## src/rtl/rtlrrpkt.sv

```systemverilog
// Round-robin packet arbiter with per-packet grant lock.
// Feeds a one-hot bus selector and a single valid/ready output stage.
module rtlrrpkt #(
  parameter int N    = 6,
  parameter int O    = 8,
  parameter int I    = N * O,
  parameter int W    = 3,
  parameter int MAXB = 16,
  parameter int CW   = 5
) (
  input  logic         clk,
  input  logic         rst,
  input  logic [N-1:0] req,
  input  logic [N-1:0] eop,
  input  logic [I-1:0] in,
  output logic [N-1:0] gnt,
  output logic         ovld,
  input  logic         ordy,
  output logic [O-1:0] odat,
  output logic [W-1:0] oid,
  output logic         oeop,
  output logic         err
);

  typedef enum logic {
    IDLE,
    LOCK
  } st_t;

  st_t st, st_n;

  logic [W-1:0]  ptr, ptr_n;
  logic [W-1:0]  lid, lid_n;
  logic [CW-1:0] cnt, cnt_n;
  logic [W-1:0]  w, gid;
  logic          ld, hit, found;
  logic          last, trunc;
  int            k;

  function automatic logic [W-1:0] inc(input logic [W-1:0] x);
    return (x == W'(N - 1)) ? '0 : x + 1'b1;
  endfunction

  // First requester at or after ptr, wrapping.
  always_comb begin
    w     = '0;
    found = 1'b0;
    k     = 0;
    for (int i = 0; i < N; i++) begin
      k = int'(ptr) + i;
      if (k >= N) k = k - N;
      if (!found && req[k]) begin
        found = 1'b1;
        w     = W'(k);
      end
    end
  end

  always_comb begin
    ld    = ~ovld | ordy;
    st_n  = st;
    ptr_n = ptr;
    lid_n = lid;
    cnt_n = cnt;
    gnt   = '0;
    hit   = 1'b0;
    gid   = w;
    last  = 1'b0;
    trunc = 1'b0;
    if (!rst && ld) begin
      unique case (st)
        IDLE: begin
          if (found) begin
            hit   = 1'b1;
            gid   = w;
            trunc = (MAXB == 1) & ~eop[w];
            last  = eop[w] | trunc;
            if (last) begin
              ptr_n = inc(w);
            end else begin
              st_n  = LOCK;
              lid_n = w;
              cnt_n = CW'(1);
            end
          end
        end
        LOCK: begin
          if (req[lid]) begin
            hit   = 1'b1;
            gid   = lid;
            cnt_n = cnt + 1'b1;
            trunc = ~eop[lid] & (cnt == CW'(MAXB - 1));
            last  = eop[lid] | trunc;
            if (last) begin
              st_n  = IDLE;
              ptr_n = inc(lid);
            end
          end
        end
        default: ;
      endcase
    end
    if (hit) gnt[gid] = 1'b1;
  end

  always_ff @(posedge clk) begin
    if (rst) st <= IDLE;
    else     st <= st_n;
  end

  always_ff @(posedge clk) begin
    if (rst) begin
      ptr  <= '0;
      lid  <= '0;
      cnt  <= '0;
      ovld <= 1'b0;
      odat <= '0;
      oid  <= '0;
      oeop <= 1'b0;
      err  <= 1'b0;
    end else begin
      ptr <= ptr_n;
      lid <= lid_n;
      cnt <= cnt_n;
      if (ld) begin
        if (hit) begin
          ovld <= 1'b1;
          odat <= in[int'(gid)*O +: O];
          oid  <= gid;
          oeop <= last;
          err  <= trunc;
        end else begin
          ovld <= 1'b0;
          err  <= 1'b0;
        end
      end
    end
  end

endmodule

```

## config.mk

```make
export PLATFORM = sky130hd
export DESIGN_NAME = rtlrrpkt
export DESIGN_NICKNAME = d
export VERILOG_FILES = /design/src/rtl/rtlrrpkt.sv
export SDC_FILE = /design/constraint.sdc
export NUM_CORES = 1
export LEC_CHECK = 0
export ABC_AREA = 1
export CORE_ASPECT_RATIO = 2
export CORE_UTILIZATION = 50
export DETAILED_ROUTE_END_ITERATION = 12
export GPL_TIMING_DRIVEN = 0
export PLACE_DENSITY = 0.87
export SLEW_MARGIN = 20
export SYNTH_ARGS = -nofsm -noshare
export SYNTH_HDL_FRONTEND = slang
export SYNTH_SLANG_ARGS = --single-unit
export TNS_END_PERCENT = 30
```

## constraint.sdc

```tcl
create_clock -name clk -period 7.9 [get_ports clk]
set_input_delay 0.79 -clock clk [delete_from_list [all_inputs] [get_ports clk]]
set_output_delay 0.79 -clock clk [all_outputs]
set_load 0.02 [all_outputs]
```

port_nets.png
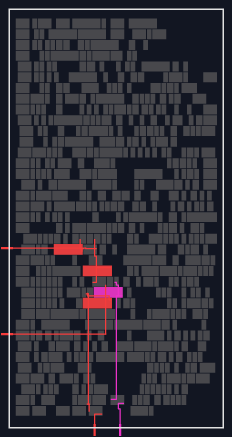
- `oid`: red (direction output; edge 2 west, 1 south; end cells 3; buffers 3; wire 120 um)
- `oeop`: magenta (direction output; edge south; end cells 1; buffers 1; wire 41.2 um)

registers.png
The bar under the picture is 20 um long. Other sequential cells in the stronger gray, the rest of the logic in the fainter gray.
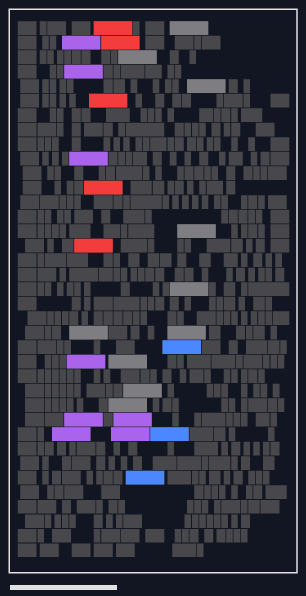
- `ptr`: blue (flops 3)
- `cnt`: red (flops 5)
- `odat`: purple (flops 8)
- not colored: 10

metal_stack.png
The bar under the picture is 20 um long.
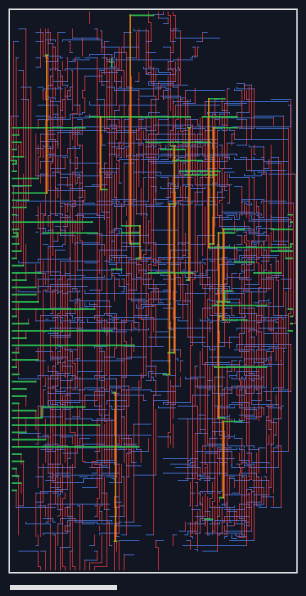
- met3: green (wire length 437 um)
- met2: red (wire length 5010 um)
- met1: blue (wire length 2830 um)
- met4: orange (wire length 331 um)
final WL: 8.60 mm
gr usage total: 31.8%
vias after detailed routing: 3322

final_clocks.png
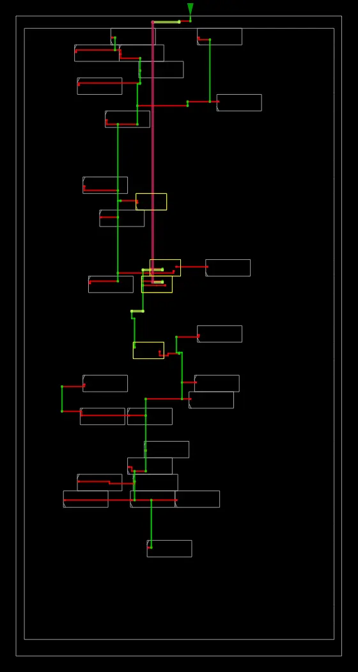
skew final: 6.70 ps
Num CTS Buffers: 3
# clk buffers: 4
CTS sink cnt: 26

## kinds of logic (layout without fill, tap and decap cells)
kind of cell,Yosys count,in the layout
AND/OR/NAND/NOR,282,282
flip-flops,26,26
XOR/XNOR,1,1
buffers and inverters,72,158
adder cells (fa/ha/maj),11,11
AND-OR/OR-AND,78,78
## report_power, final
group | leakage (nW) | switching [mW] | internal (mW)
clock network | 0.0288 | 0.0420 | 0.0445
logic | 1.48 | 0.804 | 0.414
registers | 0.214 | 0.0329 | 0.169
total | 1.73 | 0.879 | 0.627
## synth_stat cells, drive strengths merged
cell	instances	area share [%]
a21boi	1	0.28
a21oi	36	6.9
a22oi	2	0.56
a31oi	1	0.80
a32oi	1	0.33
and2	1	0.23
buf	5	2.0
clkbuf	4	0.56
clkinv	3	0.42
dfxtp	26	19
ha	11	5.1
inv	60	8.8
nand2	196	30
nand3	29	6.4
nand4	7	1.9
nor2	39	5.9
nor3	7	1.5
nor3b	1	0.28
o2111ai	2	0.66
o211ai	1	0.28
o21ai	33	6.6
o22ai	1	0.75
or2	2	0.47
xor2	1	0.33
## metal layers
| metal | wire [um] | up-vias | track usage, % |
|---|---|---|---|
| li1 | - | 1677 | - |
| met1 | 2830 | 1493 | 25.9 |
| met2 | 5010 | 125 | 64.5 |
| met3 | 436 | 27 | 5.34 |
| met4 | 331 | 0 | 14.3 |
| met5 | 0 | - | 0 |
## registers in the layout, summed over array words and instances (netlist names)
register and cells:
err 1, st 1, odat 8, ptr 3
cnt 5, ovld 1, lid 3, oid 3
oeop 1
## layout make-up
class / instances / share of cell area (%)
plain buffers: 9 / 1.87
flip-flops and latches: 26 / 14.4
multi-input cells: 372 / 50.8
clock buffers: 4 / 1.52
well taps: 58 / 2.00
inverters: 63 / 6.81
repair buffers: 82 / 22.7
==> flow_summary.ini <==
; physical design summary
[pwr]
p_leak_nw = 1.73
power.total_mw = 1.51
power.density_nw_per_um2 = 416
vdd_ir_drop_max_v = 0.000404

[route]
initialDrtViolationCount = 137
avgRoutedWirePerCell_um = 14.0
drt_first_pass_iters = 4
via_per_inst = 5.41
ant_nets = 0
drc = 0

[synth]
ys_seq_share_pct = 19.5
syn_nets = 544
ys_top_logic_family = simple AND/OR/NAND/NOR gates
syn_avg_cell_area_um2 = 5.69
synth_cells = 470
ys.flops = 26
synth-simple-area-share_pct = 46.2
yosys_warnings = 0
yosysChipArea_um2 = 2670
aoi_share_pct = 17.1
synth_cell_type_count = 39
ys_sh_xor_pct = 0.328
syn_area_um2 = 2670
synth_adder_area_share_pct = 5.15
ys_sh_mux_pct = 0

[final_layout]
final_cell_area_um2 = 3620
finalNetCount = 631
syn_to_final_growth_pct = 35.5
final-instance-count-excl-fill = 614
final_common_cell = nand2_1
comb_area_um2 = 1840
drive_gt1_share_pct = 8.09
lay_top_cells = 184 x nand2_1, 82 x clkdlybuf4s50_1, 51 x inv_1, 37 x nor2_1, 35 x a21oi_1
num_antenna_cells = 0
fillers = 457
fin_util_pct = 70.5
seq_area_um2 = 520

[setup_path]
crit_cells = 21
crit_path_end_kind = primary output
rr_worst_depth = 21
critPathTopFamily = buffers and inverters
reg2reg_from = ptr[0]
critPathMaxFanout = 10
critPathKind = reg2out
crit_path_end = gnt[1]
arrival_ps = 4340
path_common_cell = nand2_1
reg2reg_to = odat[1]
cpPeakStageDelay_ps = 620
reg2reg_slack_ps = 4240
worst_ep_required_time_ps = 7110
path_buffers = 8
cpMaxStageDelayCell = clkdlybuf4s50_1
crit_chain = inv_2 > ha_1 > inv_1 > ha_1 > nor2_1 > nand2_1 > inv_2 > nand3_1 > nand2_1 > inv_1 > nand2_1 > nand3_2 > inv_1 > nor2_4 > nand4_1 > nand2_1 > inv_1 > clkbuf_1 > nand2_1 > nor2_1 > clkdlybuf4s50_1
critical_path.startpoint = ptr[0]
worstSetupStartpointType = register

[sta]
slew_violations = 0
clock.fmax_mhz = 195
hold_viol_final = 0
worst_slew_pin_slew_ps = 531
worst_slack_ps = 2770
setup_viol = 0
finalHoldWorstSlack_ps = 477
setup_tns_ps = 0
finalCritPeriodShare_pct = 64.9
rsz0062_at_grt = false
slew_headroom_pct = 64.2
period_needed_ps = 5130

[global_route]
grt_pass1_vias = 3267
gr-total-overflow = 0
grt_max_degree = 15
grt_first_pass_wirelength_mm = 13.6
grt_antenna_before_repair = 0

[placement]
dp_hpwl_mm = 7.16
place_congestion = 0.905
port_buffers = 82
dp_slack_ps = 3080
dp.cells = 610
placed_cell_area_um2 = 3570

[worst_hold_path]
holdPathEnd = cnt[4]
hold_class = reg2reg
hold_path_depth = 2
min_from = cnt[4]

[floorplan]
die_height_um = 105
pin_count = 83
rows = 37
die_x_um = 53.7
dieArea_um2 = 5660
core_um2 = 5140
fp-utilization_pct = 52.0

[clock_network]
cts_resized = 0
htreeDepth = 1
clkLatencyLatePin_ps = 270
cts.path.max_buffers = 2
clk_pin_slew_ps = 90
clock-root-buffer = clkbuf_8
postCtsHoldBufs = 0
post_cts_buffers = 0
tritoncts = done

[run]
maxCapViolations = 0
warnings = 32

[run_status]
status = complete, no violations
No activity file was given, so power comes from the tool's default toggle rates.
